congestion_map.png
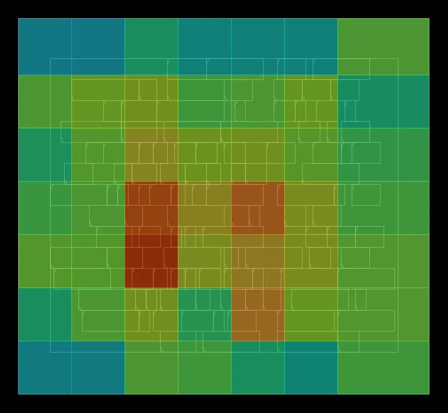
sizing.png
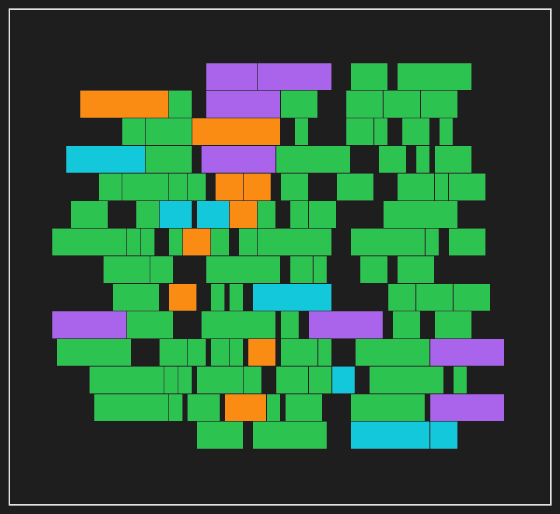
class_map.png
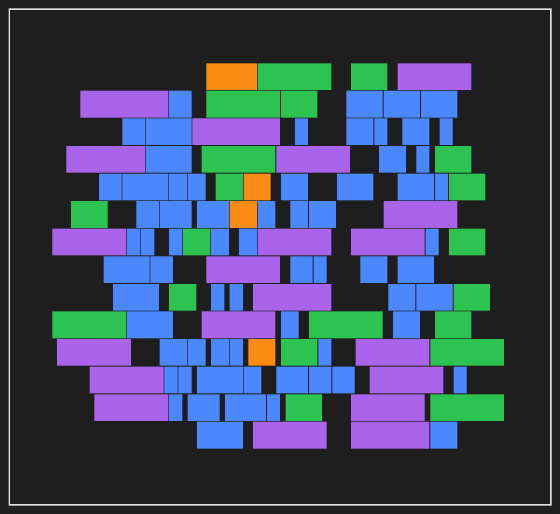
util_map.png
Bar = 20 um. 11 x 10 tiles, from dark blue (low) to red (high), 0 to 100% covered.
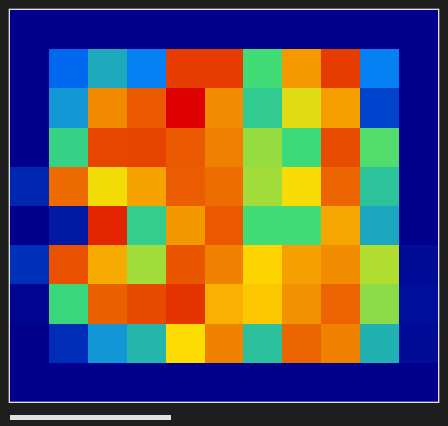
route_heat.png
Bar = 20 um. 11 x 10 tiles, from dark blue (low) to red (high), scaled to the fullest tile. Values are wire area over tile area, all layers added.
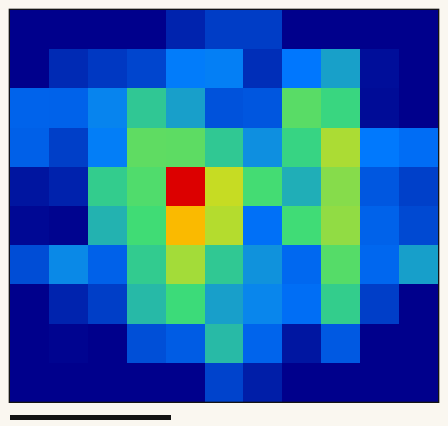
File: src/rtl/serial_pkg.sv
// -----------------------------------------------------------------------------
// serial_pkg
// Shared definitions for the serial feeder blocks:
//   - state_t     : FSM state encoding (IDLE/SHIFT/GAP, 2 bits; 2'b11 illegal)
//   - GAP_CNT_W   : width of the inter-word gap counter (covers GAP 0..15)
//   - clog2_safe  : ceil(log2(n)), never less than 1, usable for port widths
// -----------------------------------------------------------------------------
package serial_pkg;

  // The ST_ prefix keeps the state names clear of the GAP parameter on the top.
  typedef enum logic [1:0] {
    ST_IDLE  = 2'b00,
    ST_SHIFT = 2'b01,
    ST_GAP   = 2'b10
  } state_t;

  localparam int GAP_MAX   = 15;
  localparam int GAP_CNT_W = 4;

  // ceil(log2(n)) clamped to at least 1 so a counter never collapses to 0 bits.
  function automatic int clog2_safe(input int n);
    int r;
    r = 0;
    for (int i = 0; i < 32; i++) begin
      if ((32'd1 << i) < n) begin
        r = i + 1;
      end else begin
        r = r;
      end
    end
    return (r < 1) ? 1 : r;
  endfunction

endpackage

File: src/rtl/serial_bit_feeder_piso_shreg.sv
// -----------------------------------------------------------------------------
// piso_shreg
// WIDTH-bit parallel-load / serial-shift register. Load wins over shift.
// Shifting moves data toward the output end and fills with zeros, so once a
// word has been fully shifted out the register (and out_bit) reads zero.
// Ports:
//   clk      in   rising-edge clock
//   rst      in   synchronous active-high reset (clears the register)
//   load     in   capture din this edge
//   shift_en in   shift one position toward the output end this edge
//   din      in   WIDTH-bit parallel word
//   out_bit  out  bit currently at the output end (MSB or LSB per MSB_FIRST)
// -----------------------------------------------------------------------------
module piso_shreg
  import serial_pkg::*;
#(
  parameter int WIDTH     = 8,
  parameter bit MSB_FIRST = 1'b1
) (
  input  logic             clk,
  input  logic             rst,
  input  logic             load,
  input  logic             shift_en,
  input  logic [WIDTH-1:0] din,
  output logic             out_bit
);

  logic [WIDTH-1:0] shreg_r;
  logic [WIDTH-1:0] shifted_s;

  // Next contents after one shift toward the output end, zero-filled.
  generate
    if (MSB_FIRST) begin : g_msb
      assign shifted_s = {shreg_r[WIDTH-2:0], 1'b0};
      assign out_bit   = shreg_r[WIDTH-1];
    end else begin : g_lsb
      assign shifted_s = {1'b0, shreg_r[WIDTH-1:1]};
      assign out_bit   = shreg_r[0];
    end
  endgenerate

  // Shift register storage: reset, load, shift or hold.
  always_ff @(posedge clk) begin
    if (rst) begin
      shreg_r <= {WIDTH{1'b0}};
    end else if (load) begin
      shreg_r <= din;
    end else if (shift_en) begin
      shreg_r <= shifted_s;
    end else begin
      shreg_r <= shreg_r;
    end
  end

endmodule

File: src/rtl/serial_bit_feeder.sv
// -----------------------------------------------------------------------------
// serial_bit_feeder
// Parallel-in / serial-out feeder for the serial sequence-detector FSMs. Takes
// a WIDTH-bit word over valid/ready, drives it out one bit per clock on x, then
// forces GAP zero cycles so the downstream detector settles back to idle.
// Ports:
//   clk        in   rising-edge clock
//   rst        in   synchronous active-high reset (drops any word / gap)
//   din        in   WIDTH-bit word to serialize
//   din_valid  in   din holds a word
//   din_ready  out  word accepted at this edge if din_valid is high
//   x          out  serial bit to the downstream FSM
//   x_valid    out  x carries a data bit (SHIFT only)
//   bit_idx    out  index of the bit on x within its word (0 = first sent)
//   busy       out  FSM is not idle
// All outputs come from flops; nothing on din/din_valid reaches an output
// without passing through a register first.
// -----------------------------------------------------------------------------
module serial_bit_feeder
  import serial_pkg::*;
#(
  parameter int WIDTH     = 8,
  parameter bit MSB_FIRST = 1'b1,
  parameter int GAP       = 2
) (
  input  logic                     clk,
  input  logic                     rst,
  input  logic [WIDTH-1:0]         din,
  input  logic                     din_valid,
  output logic                     din_ready,
  output logic                     x,
  output logic                     x_valid,
  output logic [$clog2(WIDTH)-1:0] bit_idx,
  output logic                     busy
);

  localparam int IDX_W = clog2_safe(WIDTH);

  localparam logic [IDX_W-1:0]     IDX_LAST   = IDX_W'(WIDTH - 1);
  localparam logic [IDX_W-1:0]     IDX_PRELST = IDX_W'(WIDTH - 2);
  localparam logic [GAP_CNT_W-1:0] GAP_LOAD   = GAP_CNT_W'((GAP > 0) ? GAP - 1 : 0);
  // Only with no gap may the next word be taken on the last bit of the current.
  localparam bit                   STREAMING  = (GAP == 0);

  state_t               state_r;
  logic [IDX_W-1:0]     bit_idx_r;
  logic [GAP_CNT_W-1:0] gap_cnt_r;
  logic                 din_ready_r;
  logic                 x_valid_r;
  logic                 busy_r;

  logic                 hs_s;
  logic                 last_bit_s;
  logic                 shift_en_s;
  logic                 sh_out_s;

  // Handshake and position decodes, all from registered state.
  always_comb begin
    hs_s       = din_valid & din_ready_r;
    last_bit_s = (bit_idx_r == IDX_LAST);
    if (state_r == ST_SHIFT) begin
      shift_en_s = 1'b1;
    end else begin
      shift_en_s = 1'b0;
    end
  end

  piso_shreg #(
    .WIDTH     (WIDTH),
    .MSB_FIRST (MSB_FIRST)
  ) u_shreg (
    .clk      (clk),
    .rst      (rst),
    .load     (hs_s),
    .shift_en (shift_en_s),
    .din      (din),
    .out_bit  (sh_out_s)
  );

  // Control FSM with bit/gap counters; outputs are set for the state entered.
  always_ff @(posedge clk) begin
    if (rst) begin
      state_r     <= ST_IDLE;
      bit_idx_r   <= {IDX_W{1'b0}};
      gap_cnt_r   <= {GAP_CNT_W{1'b0}};
      din_ready_r <= 1'b1;
      x_valid_r   <= 1'b0;
      busy_r      <= 1'b0;
    end else begin
      case (state_r)
        ST_IDLE: begin
          gap_cnt_r <= {GAP_CNT_W{1'b0}};
          bit_idx_r <= {IDX_W{1'b0}};
          if (hs_s) begin
            state_r     <= ST_SHIFT;
            din_ready_r <= 1'b0;
            x_valid_r   <= 1'b1;
            busy_r      <= 1'b1;
          end else begin
            state_r     <= ST_IDLE;
            din_ready_r <= 1'b1;
            x_valid_r   <= 1'b0;
            busy_r      <= 1'b0;
          end
        end

        ST_SHIFT: begin
          if (last_bit_s) begin
            bit_idx_r <= {IDX_W{1'b0}};
            if (hs_s) begin
              // Back-to-back reload: stay in SHIFT with the new word.
              state_r     <= ST_SHIFT;
              gap_cnt_r   <= {GAP_CNT_W{1'b0}};
              din_ready_r <= 1'b0;
              x_valid_r   <= 1'b1;
              busy_r      <= 1'b1;
            end else if (GAP > 0) begin
              state_r     <= ST_GAP;
              gap_cnt_r   <= GAP_LOAD;
              din_ready_r <= 1'b0;
              x_valid_r   <= 1'b0;
              busy_r      <= 1'b1;
            end else begin
              state_r     <= ST_IDLE;
              gap_cnt_r   <= {GAP_CNT_W{1'b0}};
              din_ready_r <= 1'b1;
              x_valid_r   <= 1'b0;
              busy_r      <= 1'b0;
            end
          end else begin
            state_r     <= ST_SHIFT;
            bit_idx_r   <= bit_idx_r + IDX_W'(1);
            gap_cnt_r   <= {GAP_CNT_W{1'b0}};
            // Ready rises together with the last bit appearing on x.
            din_ready_r <= STREAMING && (bit_idx_r == IDX_PRELST);
            x_valid_r   <= 1'b1;
            busy_r      <= 1'b1;
          end
        end

        ST_GAP: begin
          bit_idx_r <= {IDX_W{1'b0}};
          x_valid_r <= 1'b0;
          if (gap_cnt_r == {GAP_CNT_W{1'b0}}) begin
            state_r     <= ST_IDLE;
            gap_cnt_r   <= {GAP_CNT_W{1'b0}};
            din_ready_r <= 1'b1;
            busy_r      <= 1'b0;
          end else begin
            state_r     <= ST_GAP;
            gap_cnt_r   <= gap_cnt_r - GAP_CNT_W'(1);
            din_ready_r <= 1'b0;
            busy_r      <= 1'b1;
          end
        end

        default: begin
          // Illegal encoding: fall back to a clean idle.
          state_r     <= ST_IDLE;
          bit_idx_r   <= {IDX_W{1'b0}};
          gap_cnt_r   <= {GAP_CNT_W{1'b0}};
          din_ready_r <= 1'b1;
          x_valid_r   <= 1'b0;
          busy_r      <= 1'b0;
        end
      endcase
    end
  end

  // Register bit is already zero outside SHIFT; the gate makes x=0 explicit.
  assign x         = sh_out_s & x_valid_r;
  assign x_valid   = x_valid_r;
  assign din_ready = din_ready_r;
  assign busy      = busy_r;
  assign bit_idx   = bit_idx_r;

endmodule

File: config.mk
export PLATFORM = sky130hd
export DESIGN_NAME = serial_bit_feeder
export DESIGN_NICKNAME = d
export VERILOG_FILES = /design/src/rtl/serial_pkg.sv /design/src/rtl/serial_bit_feeder_piso_shreg.sv /design/src/rtl/serial_bit_feeder.sv
export SDC_FILE = /design/constraint.sdc
export NUM_CORES = 1
export LEC_CHECK = 0
export CAP_MARGIN = 20
export CORE_ASPECT_RATIO = 0.9
export CORE_MARGIN = 4
export CORE_UTILIZATION = 48
export DETAILED_ROUTE_END_ITERATION = 8
export HOLD_SLACK_MARGIN = 0.1
export PLACE_DENSITY = 0.75
export SLEW_MARGIN = 40
export SYNTH_ARGS = -nofsm -noshare
export SYNTH_HDL_FRONTEND = slang
export SYNTH_SLANG_ARGS = --single-unit
export TNS_END_PERCENT = 20
File: constraint.sdc
create_clock -name clk -period 1.4 [get_ports clk]
set_input_delay 0.28 -clock clk [delete_from_list [all_inputs] [get_ports clk]]
set_output_delay 0.28 -clock clk [all_outputs]
set_load 0.1 [all_outputs]
==> Changelog: implementation <==
### Physical design

- Post-synth mux share: 0.07921
- Post-CTS Setup Bufs: 0
- Final setup viols: 0
- Pleak: 0.0004839 uW
- First-pass GRT wire length: 2725 um
- Ao+oa area frac: 0.1089
- Comb area leader: simple AND/OR/NAND/NOR gates
- Tmin final: 1310 ps
- Critical Path Fanout Max: 11
- Xor/xnor share: 0.01980
- Yosys Warn Count: 0
- Post-detail-place hpwl: 1323 um
- Final worst-path cycle share: 0.9355
- Initial drt markers: 7
- Chip width: 53.25 um
- Synthesized Nets: 109
- Peak supply drop: 0.0007517 V
- Final Hold Fails: 0
- Area grow syn2layout: 36.07%
- Sw Share: 0.2883
- Relative slew slack: 0.8047
- CTS root buf: clkbuf_4
- Placer Congestion: 0.7887
- Outcome: finished, final reports clean
- P_sw: 358.9 uW
- Post-route DRC: 0
Back to the opening pictures, congestion_map.png:
met1 GRT Util: 0.1771
grt peak-use layer: met2
All-Layer GR Usage: 0.1403
met2 GRT Util: 0.2367

Back to the opening pictures, sizing.png:
[green] x1 and smaller | cells: 87 | most used: dfxtp_1
[purple] x6 and larger | cells: 8 | most used: buf_12
[orange] x3 and x4 | cells: 9
[cyan] x2 | cells: 7 | most used: dfxtp_2
non-clock buffer count: 20
final setup margin: 90.29 ps

Back to the opening pictures, class_map.png:
[blue] remaining logic cells | cells: 67 | share of their area: 39%
[orange] clock drivers and dummy loads | cells: 4 | share of their area: 3.1%
[green] remaining buffers and delay cells | cells: 20 | share of their area: 22%
[purple] registers | cells: 20 | share of their area: 35%

Back to the opening pictures, util_map.png:
fullest tile: 100%
mean over tiles: 45%
tiles over 75% full: 36%
core footprint: 1717 um^2
Initial Util: 0.5153
final core utilization: 0.7012

Back to the opening pictures, route_heat.png:
mean over tiles: 0.10
tiles over half the peak: 14%
densest ninth of the die: middle
emptiest ninth of the die: bottom left
nearly empty tiles: 26%
fullest tile: 0.44
vias: 652
WL final: 1695 um
drt wl/cell: 12.56 um

-- routing by layer --
layer / vias up / GRT usage / wire [um]
met3: 0 / 0.02761 / 87
met1: 296 / 0.1771 / 769
met4: 0 / 0.03830 / 0
li1: 344 / - / -
met5: - / 0 / 0
met2: 12 / 0.2367 / 837
-- sequential cells by signal, indices dropped and copies added, names as in the netlist --
name / flops
u_shreg.shreg_r: 8
busy: 1
x_valid: 1
bit_idx: 3
gap_cnt_r: 4
din_ready: 1
state_r: 2
-- per-stage QoR --
stage / std cells / total power, uW / area (um^2) / setup TNS, ps / hold slack, ps
after floorplan: 90 / 820.6 / 897.1 / -82.58 / 413.3
after global placement: 131 / 921.3 / 1162 / 0 / 431.8
after detailed placement: 131 / 929.2 / 1162 / 0 / 436.2
after CTS: 135 / 1252 / 1199 / 0 / 454.1
after global routing: 135 / 1309 / 1204 / 0 / 459.9
final: 135 / 1245 / 1204 / 0 / 454.2
-- worst max-delay path: stages, from the launching register on --
cell	delay [ps]
dfxtp_1	380
inv_1	80
ha_1	190
buf_4	190
mux2i_1	140
a211oi_1	240
-- path summary, 6_finish.rpt --
check / startpoint / endpoint / slack (ps)
max: state_r[1] / u_shreg.shreg_r[7] / 90
min: bit_idx[0] / bit_idx[0] / 450
max reg2reg: state_r[1] / u_shreg.shreg_r[7] / 90
min reg2reg: bit_idx[0] / bit_idx[0] / 450
-- cell families (layout without fill, tap and decap cells) --
logic type,Yosys count,after routing
fa+ha+maj,8,8
buf+inv,8,29
flops,20,20
xor+xnor,2,2
simple gates,30,30
mux,7,7
compound gates,15,15
-- layout by cell type (no fill, tap or decap), types with 2 or more instances in the layout --
cell type | Yosys | layout
a211oi_1 | 7 | 7
a21oi_1 | 5 | 5
and2_1 | 4 | 3
buf_12 | 0 | 7
buf_4 | 0 | 3
clkbuf_4 | 0 | 3
clkdlybuf4s50_1 | 0 | 10
dfxtp_1 | 20 | 15
dfxtp_2 | 0 | 3
dfxtp_4 | 0 | 2
ha_1 | 8 | 8
inv_1 | 5 | 5
mux2i_1 | 7 | 7
nand2_1 | 2 | 2
nand3_1 | 3 | 3
nor2_1 | 12 | 12
nor2b_1 | 4 | 2
nor2b_2 | 0 | 2
xnor2_1 | 2 | 2
-- cell usage after synthesis (all sizes together) --
cell and count:
a211oi 7, a21boi 1, a21oi 5, and2 4
buf 3, dfxtp 20, ha 8, inv 5
mux2i 7, nand2 3, nand3 3, nand3b 1
nor2 12, nor2b 4, nor3 1, o21ai 1
o22ai 1, or2 1, or3b 1, xnor2 2
-- layout make-up --
| type | instances | area (um^2) |
|---|---|---|
| Clock buffer | 4 | 36.28 |
| Fill cell | 154 | 513.0 |
| Inverter | 5 | 18.77 |
| Multi-Input combinational cell | 62 | 444.2 |
| Sequential cell | 20 | 411.6 |
| Tap cell | 24 | 30.03 |
| Timing Repair Buffer | 20 | 262.8 |
-- power by group through the flow --
stage / Combinational [uW] / Sequential, uW / Clock, uW
detailed placement: 287 / 642 / 0
CTS: 289 / 629 / 334
finish: 288 / 629 / 327
global placement: 282 / 640 / 0
floorplan: 112 / 709 / 0
global route: 305 / 634 / 370
Power figures rest on the tool's default switching activity, not on a simulated workload.
